**Run 1: clock wiring as the flow saved it**

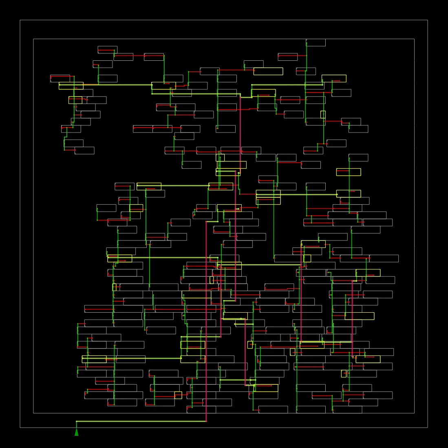
**Run 1: met3 routing**

Scale bar: 50 um.
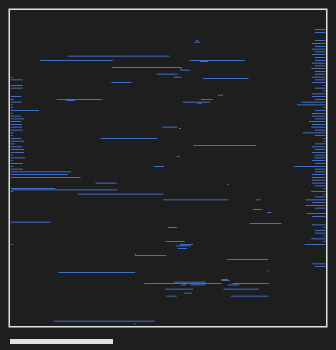
**Run 1: met2 routing**

Scale bar: 50 um.
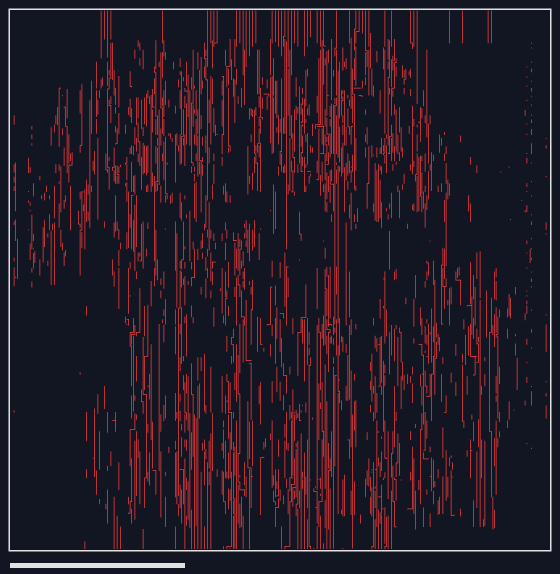
$ cat src/rtl/pulse_pkg.sv
// pulse_pkg: frame geometry and reader state type shared by the pulse-model BRAM
// generator, the reader and the stream stages built around them.
package pulse_pkg;

    localparam int PULSE_DEPTH       = 1024;  // frame words held in the pulse BRAM
    localparam int PULSE_ADDR_STRIDE = 4;     // byte step between consecutive words
    localparam int PULSE_WORD_W      = 32;    // pulse sample word width
    localparam int PULSE_LFSR_W      = 10;    // generator LFSR spans the 2**10-word frame

    typedef enum logic [1:0] {
        ST_IDLE,
        ST_READ,
        ST_DRAIN,
        ST_DONE
    } reader_state_e;

    // Requested frame length limited to what the BRAM can hold.
    function automatic logic [31:0] clamp_len(input logic [31:0] n, input logic [31:0] limit);
        return (n > limit) ? limit : n;
    endfunction

endpackage

$ cat src/rtl/pulse_skid_fifo.sv
// pulse_skid_fifo: small circular FIFO for stream stages. Entries carry the
// sample word plus its last tag; the head is presented as registered state, and
// push and pop in the same cycle leave the occupancy unchanged.
module pulse_skid_fifo
    import pulse_pkg::*;
#(
    parameter int DEPTH = 4,
    parameter int WIDTH = PULSE_WORD_W + 1
) (
    input  logic                         clk,
    input  logic                         rst,
    input  logic                         push,
    input  logic [WIDTH-1:0]             push_data,
    input  logic                         pop,
    output logic [WIDTH-1:0]             head_data,
    output logic                         head_valid,
    output logic [$clog2(DEPTH+1)-1:0]   count
);

    localparam int CW = $clog2(DEPTH + 1);
    localparam int PW = (DEPTH > 1) ? $clog2(DEPTH) : 1;

    logic [WIDTH-1:0] mem [DEPTH];
    logic [PW-1:0]    wr_ptr;
    logic [PW-1:0]    rd_ptr;
    logic             do_push;
    logic             do_pop;

    assign do_pop     = pop && (count != '0);
    assign do_push    = push && ((count != CW'(DEPTH)) || do_pop);
    assign head_valid = (count != '0);
    // An empty FIFO shows zero so the stream data is clean out of reset.
    assign head_data  = head_valid ? mem[rd_ptr] : '0;

    // Pointer and occupancy bookkeeping.
    always_ff @(posedge clk) begin
        // NOTE: non-blocking assignments make every flop sample pre-edge values, so
        // the order of these statements cannot create read-after-write races.
        if (rst) begin
            wr_ptr <= '0;
            rd_ptr <= '0;
            count  <= '0;
        end else begin
            if (do_push) wr_ptr <= (wr_ptr == PW'(DEPTH - 1)) ? '0 : wr_ptr + PW'(1);
            if (do_pop)  rd_ptr <= (rd_ptr == PW'(DEPTH - 1)) ? '0 : rd_ptr + PW'(1);
            case ({do_push, do_pop})
                2'b10:   count <= count + CW'(1);
                2'b01:   count <= count - CW'(1);
                default: count <= count;
            endcase
        end
    end

    // Entry storage.
    always_ff @(posedge clk) begin
        // NOTE: storage is deliberately not reset; occupancy alone defines which
        // entries are live, and the head is masked to zero while empty.
        if (do_push) mem[wr_ptr] <= push_data;
    end

endmodule

$ cat src/rtl/pulse_bram_reader.sv
// pulse_bram_reader: scans the pulse frame from BRAM port B and streams each word
// on a valid/ready interface, tolerating backpressure across the read latency and
// counting non-zero words delivered.
// Build option PULSE_READER_CLEAR_EN: read-and-clear mode, where every read is
// followed next cycle by a zero write to the same address (one word per two cycles).
module pulse_bram_reader
    import pulse_pkg::*;
#(
    parameter int DEPTH       = PULSE_DEPTH,
    parameter int ADDR_STRIDE = PULSE_ADDR_STRIDE,
    parameter int RD_LATENCY  = 2
) (
    input  logic                    clk,
    input  logic                    rst,
    input  logic                    start,
    input  logic [31:0]             frame_len,
    output logic [31:0]             bram_addr,
    output logic                    bram_en,
    output logic                    bram_we,
    output logic [PULSE_WORD_W-1:0] bram_din,
    input  logic [PULSE_WORD_W-1:0] bram_dout,
    output logic [PULSE_WORD_W-1:0] m_data,
    output logic                    m_valid,
    input  logic                    m_ready,
    output logic                    m_last,
    output logic                    busy,
    output logic                    done,
    output logic [31:0]             pulse_count
);

`ifdef PULSE_READER_CLEAR_EN
    localparam bit CLEAR_EN = 1'b1;
`else
    localparam bit CLEAR_EN = 1'b0;
`endif

    // Minimum depth that keeps one word per cycle flowing with the read latency.
    localparam int FIFO_DEPTH = RD_LATENCY + 2;
    localparam int CW         = $clog2(FIFO_DEPTH + 1);
    localparam int IDX_W      = $clog2(DEPTH + 1);

    reader_state_e         state, state_n;
    logic [IDX_W-1:0]      word_index;
    logic [IDX_W-1:0]      len;
    logic                  wr_phase;
    logic [RD_LATENCY-1:0] infl_v;
    logic [RD_LATENCY-1:0] infl_last;
    logic [CW-1:0]         inflight_cnt;
    logic [CW-1:0]         fifo_count;
    logic                  room;
    logic                  last_idx;
    logic                  issue_rd;
    logic                  issue_wr;
    logic                  advance;
    logic                  accept;
    logic [PULSE_WORD_W:0] head;

    assign last_idx = (word_index == len - IDX_W'(1));
    assign advance  = CLEAR_EN ? issue_wr : issue_rd;
    assign accept   = m_valid && m_ready;
    assign busy     = (state != ST_IDLE);
    assign done     = (state == ST_DONE);
    assign bram_en  = issue_rd || issue_wr;
    assign bram_din = '0;
    assign bram_addr = bram_en ? 32'(word_index) * 32'(ADDR_STRIDE) : '0;
    assign m_data   = head[PULSE_WORD_W-1:0];
    assign m_last   = head[PULSE_WORD_W];

    // Reads still in flight; a new read may issue only if the FIFO can absorb all of them.
    always_comb begin
        inflight_cnt = '0;
        for (int i = 0; i < RD_LATENCY; i++) inflight_cnt = inflight_cnt + CW'(infl_v[i]);
        room = (CW'(FIFO_DEPTH) - fifo_count) > inflight_cnt;
    end

    // State register.
    always_ff @(posedge clk) begin
        if (rst) state <= ST_IDLE;
        else     state <= state_n;
    end

    // Next-state and BRAM issue decisions.
    always_comb begin
        // NOTE: every output of this block gets a default first so no path can
        // leave it unassigned and infer a latch.
        state_n  = state;
        issue_rd = 1'b0;
        issue_wr = 1'b0;
        case (state)
            ST_IDLE: begin
                if (start) state_n = (frame_len == '0) ? ST_DONE : ST_READ;
            end
            ST_READ: begin
                issue_wr = wr_phase;
                issue_rd = !wr_phase && room;
                if (advance && last_idx) state_n = ST_DRAIN;
            end
            ST_DRAIN: begin
                if (accept && m_last) state_n = ST_DONE;
            end
            ST_DONE: state_n = ST_IDLE;
            default: state_n = ST_IDLE;
        endcase
    end

    // Frame bookkeeping: latch the clamped length, walk the word index, count pulses.
    always_ff @(posedge clk) begin
        if (rst) begin
            word_index  <= '0;
            len         <= '0;
            pulse_count <= '0;
        end else if (state == ST_IDLE && start) begin
            word_index  <= '0;
            len         <= IDX_W'(clamp_len(frame_len, 32'(DEPTH)));
            pulse_count <= '0;
        end else begin
            if (advance) word_index <= word_index + IDX_W'(1);
            if (accept && (m_data != '0) && (pulse_count != '1))
                pulse_count <= pulse_count + 32'd1;
        end
    end

`ifdef PULSE_READER_CLEAR_EN
    // Alternate read and zero-write cycles on the same address.
    always_ff @(posedge clk) begin
        if (rst)           wr_phase <= 1'b0;
        else if (issue_rd) wr_phase <= 1'b1;
        else if (issue_wr) wr_phase <= 1'b0;
    end
    assign bram_we = issue_wr;
`else
    assign wr_phase = 1'b0;
    assign bram_we  = 1'b0;
`endif

    // In-flight tracker: marks which cycle's bram_dout is real data and whether it ends the frame.
    always_ff @(posedge clk) begin
        if (rst) begin
            infl_v    <= '0;
            infl_last <= '0;
        end else begin
            infl_v    <= (infl_v << 1) | RD_LATENCY'(issue_rd);
            infl_last <= (infl_last << 1) | RD_LATENCY'(issue_rd && last_idx);
        end
    end

    pulse_skid_fifo #(
        .DEPTH (FIFO_DEPTH),
        .WIDTH (PULSE_WORD_W + 1)
    ) u_fifo (
        .clk        (clk),
        .rst        (rst),
        .push       (infl_v[RD_LATENCY-1]),
        .push_data  ({infl_last[RD_LATENCY-1], bram_dout}),
        .pop        (accept),
        .head_data  (head),
        .head_valid (m_valid),
        .count      (fifo_count)
    );

endmodule

$ cat config.mk
export PLATFORM = sky130hd
export DESIGN_NAME = pulse_bram_reader
export DESIGN_NICKNAME = d
export VERILOG_FILES = /design/src/rtl/pulse_pkg.sv /design/src/rtl/pulse_skid_fifo.sv /design/src/rtl/pulse_bram_reader.sv
export SDC_FILE = /design/constraint.sdc
export NUM_CORES = 1
export LEC_CHECK = 0
export CORE_MARGIN = 5
export CORE_UTILIZATION = 45
export DETAILED_ROUTE_END_ITERATION = 10
export HOLD_SLACK_MARGIN = 0.03
export PLACE_DENSITY = 0.73
export SLEW_MARGIN = 20
export SYNTH_ARGS = -nofsm -noshare
export SYNTH_HDL_FRONTEND = slang
export SYNTH_HIERARCHICAL = 1
export SYNTH_SLANG_ARGS = --single-unit
$ cat constraint.sdc
create_clock -name clk -period 8.45 [get_ports clk]
set_input_delay 0.845 -clock clk [delete_from_list [all_inputs] [get_ports clk]]
set_output_delay 0.845 -clock clk [all_outputs]
set_load 0.03 [all_outputs]
==> impl_metrics.ini, run 1 <==
; yosys + openroad results
[outcome]
status = complete, no violations

[timing]
period_used_pct = 52.1
worst_pin_slew_ns = 0.969
setup_viol = 0
slew_violations = 0
timing.fmax_ghz = 0.227
period_minus_slack_ns = 4.40
rsz0062_at_grt = false
finalHoldViolCount = 0
finalSetupTns_ns = 0
slew_headroom_pct = 35.4

[yosys]
ys_ff = 201
ys_cells = 731
yosys_area_mm2 = 0.00934
yosys.area.top_type = edfxtp_1
ys.flop_type = edfxtp_1
synth-edff-count = 132
area_leaders = edfxtp_1, dfxtp_1, mux4_2, buf_4, and2_1
synth_cell_type_count = 58
top_cell = edfxtp_1
synth_top_area_share_pct = 42.4
synthCells = 731
yosysWarnings = 6
ys_seq_share_pct = 57.2
synthArstFlopShare_pct = 0
syn-cell-area_mm2 = 0.00934
syn_avg_cell_area_um2 = 12.8
common_cells = edfxtp_1, dfxtp_1, buf_4

[placement]
io_buffers = 147
place.gp.congestion = 0.792
hpwl_um = 13700

[clock_network]
cts_setup_buffers = 0
ctsResizeCount = 0
cts_buffers = 21
cts_hold_buf = 0
cts_buffer_depth = 3
cts_tree = done
root_buffer = clkbuf_16
htree_levels = 1
clock-sinks = 201
clk_pin_slew_ns = 0.06

[flow_run]
maxCapViolations = 0
warnings = 33

[detailed_routing]
avgViaCountPerCell = 5.29
wl_per_cell_um = 17.2
drc_errors = 0
first_pass_iters = 4
drt_iter0_drc = 305
wirelength_um = 19900
ant_nets = 0
vias = 6125

[critical_path]
critPathKind = register to primary output
worstPathCellList = inv_1, ha_1, ha_1, nor2b_1, a2bb2oi_1, o21a_1, and2_1, clkdlybuf4s50_1
critPathMostFrequentCell = ha_1
path_max_fanout = 20
arrival_ns = 3.56
max_stage_delay_ns = 0.70
crit_path_end_kind = primary output
crit_path_start_kind = register
worstPathRequired_ns = 7.61
cpMaxStageDelayCell = clkdlybuf4s50_1

[finish]
drive_gt1_share_pct = 9.70
lay_top_count = clkdlybuf4s50_1
lay_top_cells = clkdlybuf4s50_1, edfxtp_1, dfxtp_1
syn_to_final_growth_pct = 24.2
fillers = 1660
final_nets = 958

[power_and_ir_drop]
p_total_mw = 2.34
p_leak_nw = 3.90
power_density_mw_per_mm2 = 202
peakVddDrop_mv = 0.122

[global_routing]
antenna_found_initial = 1
grt_pass1_wl_um = 32000
grt_pass1_vias = 6197
grt_usage_pct = 16.3
grt_overflow = 0
grt_start_max_net_pins = 45

[die]
die_area_mm2 = 0.0237
die_x_um = 154
fp_util_pct = 45.9
coreArea_mm2 = 0.0204
rows = 52
io_pins = 202
fp.dieH_um = 154

[worst_hold_path]
hp-class = register to register
## Picture notes: 'clock wiring as the flow saved it'
clk pwr: 1.00 mW
clk_skew: 0.0214 ns
clk_lat worst skew: 0.50 ns

## Picture notes: 'met3 routing'
- share of all routed wire: 7.3%
- wire length on this layer: 1450 um
- longest straight run: 51.1 um

## Picture notes: 'met2 routing'
- nets with wire on the layer: 830
- longest straight run: 64.6 um
- share of all routed wire: 49%
- main direction: vertical

## run 1: metrics by stage
| stage | std cells | utilization (%) | setup WS (ns) | cell area (um2) | hold slack, ns |
|---|---|---|---|---|---|
| after floorplan | 784 | - | 4.93 | 9540 | 0.414 |
| after global placement | 1119 | 53.1 | 4.23 | 10800 | 0.430 |
| after detailed placement | 1119 | 53.1 | 4.50 | 10800 | 0.426 |
| after CTS | 1157 | 56.9 | 3.96 | 11600 | 0.447 |
| after global routing | 1157 | 56.9 | 3.71 | 11600 | 0.470 |
| final | 1158 | 57.0 | 4.05 | 11600 | 0.440 |
## run 1: cell families after synthesis
group / count (synthesis) / synth area share (%)
simple gates: 246 / 15.2
flops: 201 / 57.2
buf+inv: 103 / 6.73
compound gates: 91 / 6.62
mux: 37 / 8.44
xor+xnor: 34 / 3.19
fa+ha+maj: 18 / 2.49
other cells: 1 / 0.0402
## run 1: layer usage
layer  routed length (um)  up-vias  GRT usage (%)
met5                   13        -              0
met4                  369        2           4.46
met3                 1450       26           3.06
met2                 9820      208           28.7
met1                 8230     2955           20.7
li1                     -     2934              -
## run 1: cell type report
type / instances / area, um2 / share of cell area [%]
sequential: 201 / 5350 / 46.1
clock inverter: 12 / 168 / 1.45
antenna: 1 / 2.50 / 0.0216
tap: 270 / 338 / 2.91
inverter: 17 / 63.8 / 0.550
multi-input combinational: 480 / 3570 / 30.8
timing repair buffer: 151 / 1500 / 12.9
clock buffer: 26 / 607 / 5.23
## run 1: final timing paths
| kind | start | to | slack, ns | cells after the start |
|---|---|---|---|---|
| worst max-delay path | u_fifo/count[0] | bram_addr[12] | 4.05 | 8 |
| worst min-delay path | infl_last[0] | infl_last[1] | 0.44 | 1 |
| worst max register to register | register | pulse_count[8] | 4.72 | 9 |
| worst min register to register | infl_last[0] | infl_last[1] | 0.44 | 1 |
## run 1: worst max-delay path, delay by kind of cell (launching register included)
kind	cells	cell delay (ns)
buffers and inverters	2	0.81
AND/OR/NAND/NOR	2	0.37
adder cells (fa/ha/maj)	2	0.60
flip-flops	1	0.47
AND-OR/OR-AND	2	0.83
## run 1: sequential cells by signal, indices dropped and copies added, names as in the netlist, named ones only
register / cells
u_fifo/mem: 132
pulse_count: 32
len: 11
word_index: 11
u_fifo/count: 3
infl_last: 2
infl_v: 2
state: 2
u_fifo/rd_ptr: 2
u_fifo/wr_ptr: 2
## run 1: power by group
| part | switching [mW] | internal, mW | total, mW |
|---|---|---|---|
| Sequential | 0.0149 | 1.07 | 1.09 |
| Clock | 0.372 | 0.633 | 1.00 |
| Combinational | 0.157 | 0.0930 | 0.250 |
**Run 1: metal 1**

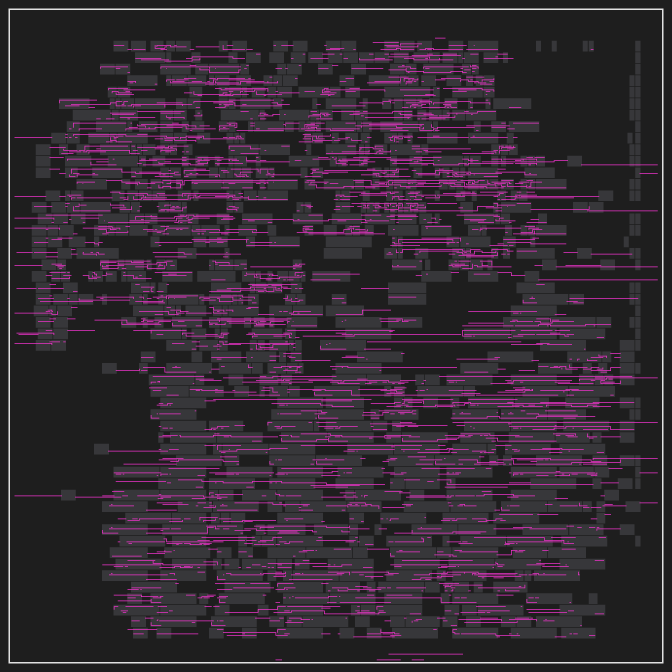

==> inputs of run 2 (changes only) <==
--- a/config.mk
+++ b/config.mk
@@ -9,7 +9,7 @@
 export CORE_UTILIZATION = 45
 export DETAILED_ROUTE_END_ITERATION = 10
 export HOLD_SLACK_MARGIN = 0.03
-export PLACE_DENSITY = 0.73
+export PLACE_DENSITY = 0.76
 export SLEW_MARGIN = 20
 export SYNTH_ARGS = -nofsm -noshare
 export SYNTH_HDL_FRONTEND = slang
==> constraint.sdc (replaced) <==
create_clock -name clk -period 3.8 [get_ports clk]
set_input_delay 0.38 -clock clk [delete_from_list [all_inputs] [get_ports clk]]
set_output_delay 0.38 -clock clk [all_outputs]
set_load 0.03 [all_outputs]
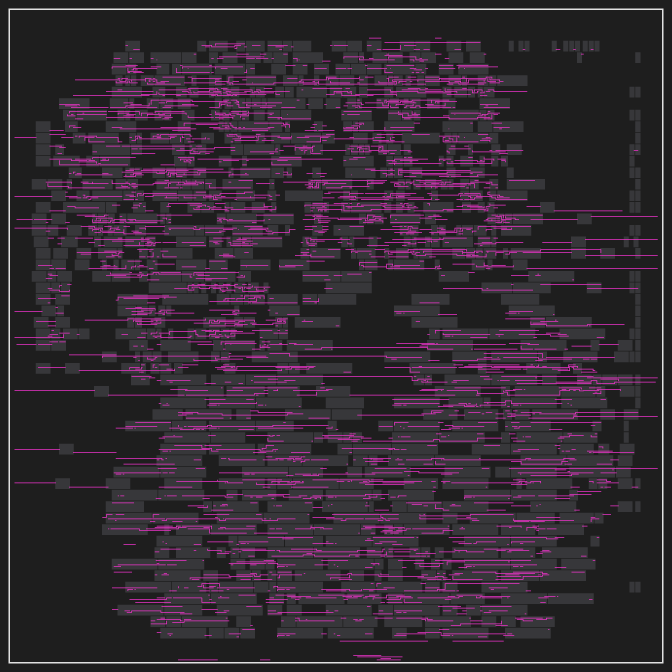
**Above:** run 2 (metal 1).
- nets with wire on the layer: 838
- share of all routed wire: 41%
- wire length on this layer: 8180 um

==> run 2 against run 1 <==
- worst setup slack worse by 3.8 ns
- sequential power grew 120%
- count of clock-buffer cells in the layout rose by 1
- clock skew is 0.00073 ns lower
- hold slack gained 0.0010 ns
- largest cell class unchanged
- final cell count rose by 1.0%
- global-route usage barely moved
- sequential cell count is the same
- area after synthesis is the same
- first-iteration DRC count shrank 6.6%
- power increased by 120%
- synthesized cell count is the same
==> impl_metrics.ini, run 2 <==
; yosys + openroad results
[outcome]
status = complete, no violations

[die]
die_area_mm2 = 0.0237
coreArea_mm2 = 0.0204
io_pins = 202
fp.dieH_um = 154
die_x_um = 154
fp_util_pct = 45.9

[critical_path]
crit_path_start_kind = register
worstPathCellList = inv_1, ha_1, ha_1, nor2b_1, a2bb2oi_1, o21a_2, and2_1, clkdlybuf4s50_1
cpMaxStageDelayCell = clkdlybuf4s50_1
path_max_fanout = 13
max_stage_delay_ns = 0.67
reg2regPathDepth = 9
path_buffers = 2
cp_top_family = buffers and inverters
critPathMostFrequentCell = ha_1
crit_path_end_kind = primary output
worstPathRequired_ns = 3.42

[clock_network]
clk_pin_slew_ns = 0.05
cts_tree = done
cts_buffer_depth = 3
clock-sinks = 201
root_buffer = clkbuf_16
cts_buffers = 22
cts_hold_buf = 0
clock_latency_ns = 0.51

[detailed_routing]
wirelength_um = 19800
drt_iter0_drc = 285
drc_errors = 0
avgViaCountPerCell = 5.28
vias = 6175
first_pass_iters = 4
ant_nets = 0

[global_routing]
grt_usage_pct = 16.3
grt_pass1_wl_um = 31800
antenna_found_initial = 1
grt_start_max_net_pins = 34
grt_pass1_vias = 6030

[finish]
fillers = 1655
n_antenna_cell = 0
syn_to_final_growth_pct = 25.7
largest_reg_flops = 132
drive_gt1_share_pct = 10.2
regMostFlops = u_fifo/mem
lay_top_count = clkdlybuf4s50_1

[yosys]
synth_top_area_share_pct = 42.4
yosys_area_mm2 = 0.00934
synth_cell_type_count = 58
area_leaders = edfxtp_1, dfxtp_1, mux4_2, buf_4, and2_1
ys_seq_share_pct = 57.2
ys_ff = 201
ys_cells = 731
yosys.area.top_type = edfxtp_1
synth-edff-count = 132
syn_avg_cell_area_um2 = 12.8
common_cells = edfxtp_1, dfxtp_1, buf_4

[placement]
hpwl_um = 13900
place.gp.congestion = 0.833
io_buffers = 147

[power_and_ir_drop]
power_density_mw_per_mm2 = 441
p_leak_nw = 4.04
p_clk_share_pct = 42.1
power_switching_mw = 1.23
p_seq_share_pct = 46.6
combPwrFrac_pct = 11.3

[timing]
period_minus_slack_ns = 3.60
rsz0062_at_grt = false
period_used_pct = 94.7
setup_viol = 0
finalHoldViolCount = 0
worst_pin_slew_ns = 1.06

[worst_hold_path]
hp-class = register to register
min_path_cells = 1

[flow_run]
warnings = 33
maxCapViolations = 0
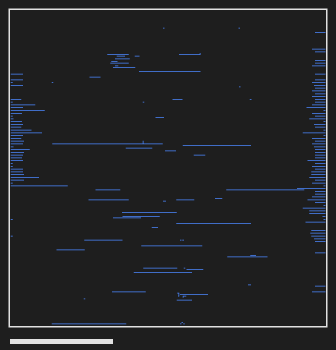
**Above:** run 2 (met3 routing).
Scale bar: 50 um.
- longest straight run: 53.6 um
- wire length on this layer: 1200 um
- nets with wire on the layer: 135
- share of all routed wire: 6.1%

-- run 2: cell counts after synthesis --
No cell type changed its count.
-- run 2: kinds of logic after synthesis --
logic type / count (synthesis) / share of synthesized area (%)
other cells: 1 / 0.0402
fa+ha+maj: 18 / 2.49
flops: 201 / 57.2
compound gates: 91 / 6.62
buf+inv: 103 / 6.73
simple gates: 246 / 15.2
mux: 37 / 8.44
xor+xnor: 34 / 3.19
-- run 2: worst register-to-register path: stages (launching register included) --
cell and delay [ns]:
dfxtp_1 0.38, or3_1 0.78, buf_4 0.34, and2_1 0.15
nor4_1 0.34, nand4_1 0.23, o21a_1 0.29, nand2_1 0.34
o21ai_0 0.16, a21oi_1 0.14
-- run 2: routing by layer --
metal  vias up  GRT usage, %  part of all wire (%)
met1      2985          21.1                    41
met4         2          5.09                   2.5
li1       2957             -                     -
met3        37          2.47                   6.1
met2       194          28.4                    50
met5         -             0                 0.066
-- run 2: layout make-up --
class	instances	area, um2	share of cell area, %
clock inverters	12	169	1.44
multi-input cells	480	3560	30.4
flip-flops and latches	201	5350	45.6
repair buffers	163	1650	14.1
clock buffers	27	601	5.12
inverters	17	63.8	0.544
well taps	270	338	2.88
-- run 2: power groups by stage --
stage | logic (mW) | registers (mW) | clock network, mW
2_1_floorplan | 0.413 | 2.45 | 0
3_3_place_gp | 0.564 | 2.46 | 0
3_5_place_dp | 0.576 | 2.46 | 0
4_1_cts | 0.577 | 2.41 | 2.25
5_1_grt | 0.635 | 2.42 | 2.34
6_report | 0.583 | 2.41 | 2.18
-- run 2: repair_timing --
item / in CTS / in global routing
resized: 0 / 5
buffers inserted: 0 / 1
endpoints found under the setup margin: 0 / 12
-- run 2: worst paths after layout --
kind                   startpoint         endpoint  slack [ns]
hold / removal       infl_last[0]     infl_last[1]        0.44
hold reg to reg      infl_last[0]     infl_last[1]        0.44
setup / recovery  u_fifo/count[0]     bram_addr[9]        0.20
setup reg to reg  u_fifo/count[2]  pulse_count[16]        0.57
-- run 2: stage by stage --
step	hold WS, ns	setup WS [ns]	power (mW)	instance area [um2]	cells
after global routing	0.463	0.00862	5.40	11700	1170
final	0.441	0.202	5.18	11700	1170
after global placement	0.439	0.655	3.02	10900	1130
after CTS	0.440	0.0120	5.24	11700	1169
after floorplan	0.414	0.746	2.86	9540	784
after detailed placement	0.425	0.561	3.03	10900	1130
No activity file was given, so power comes from the tool's default toggle rates.
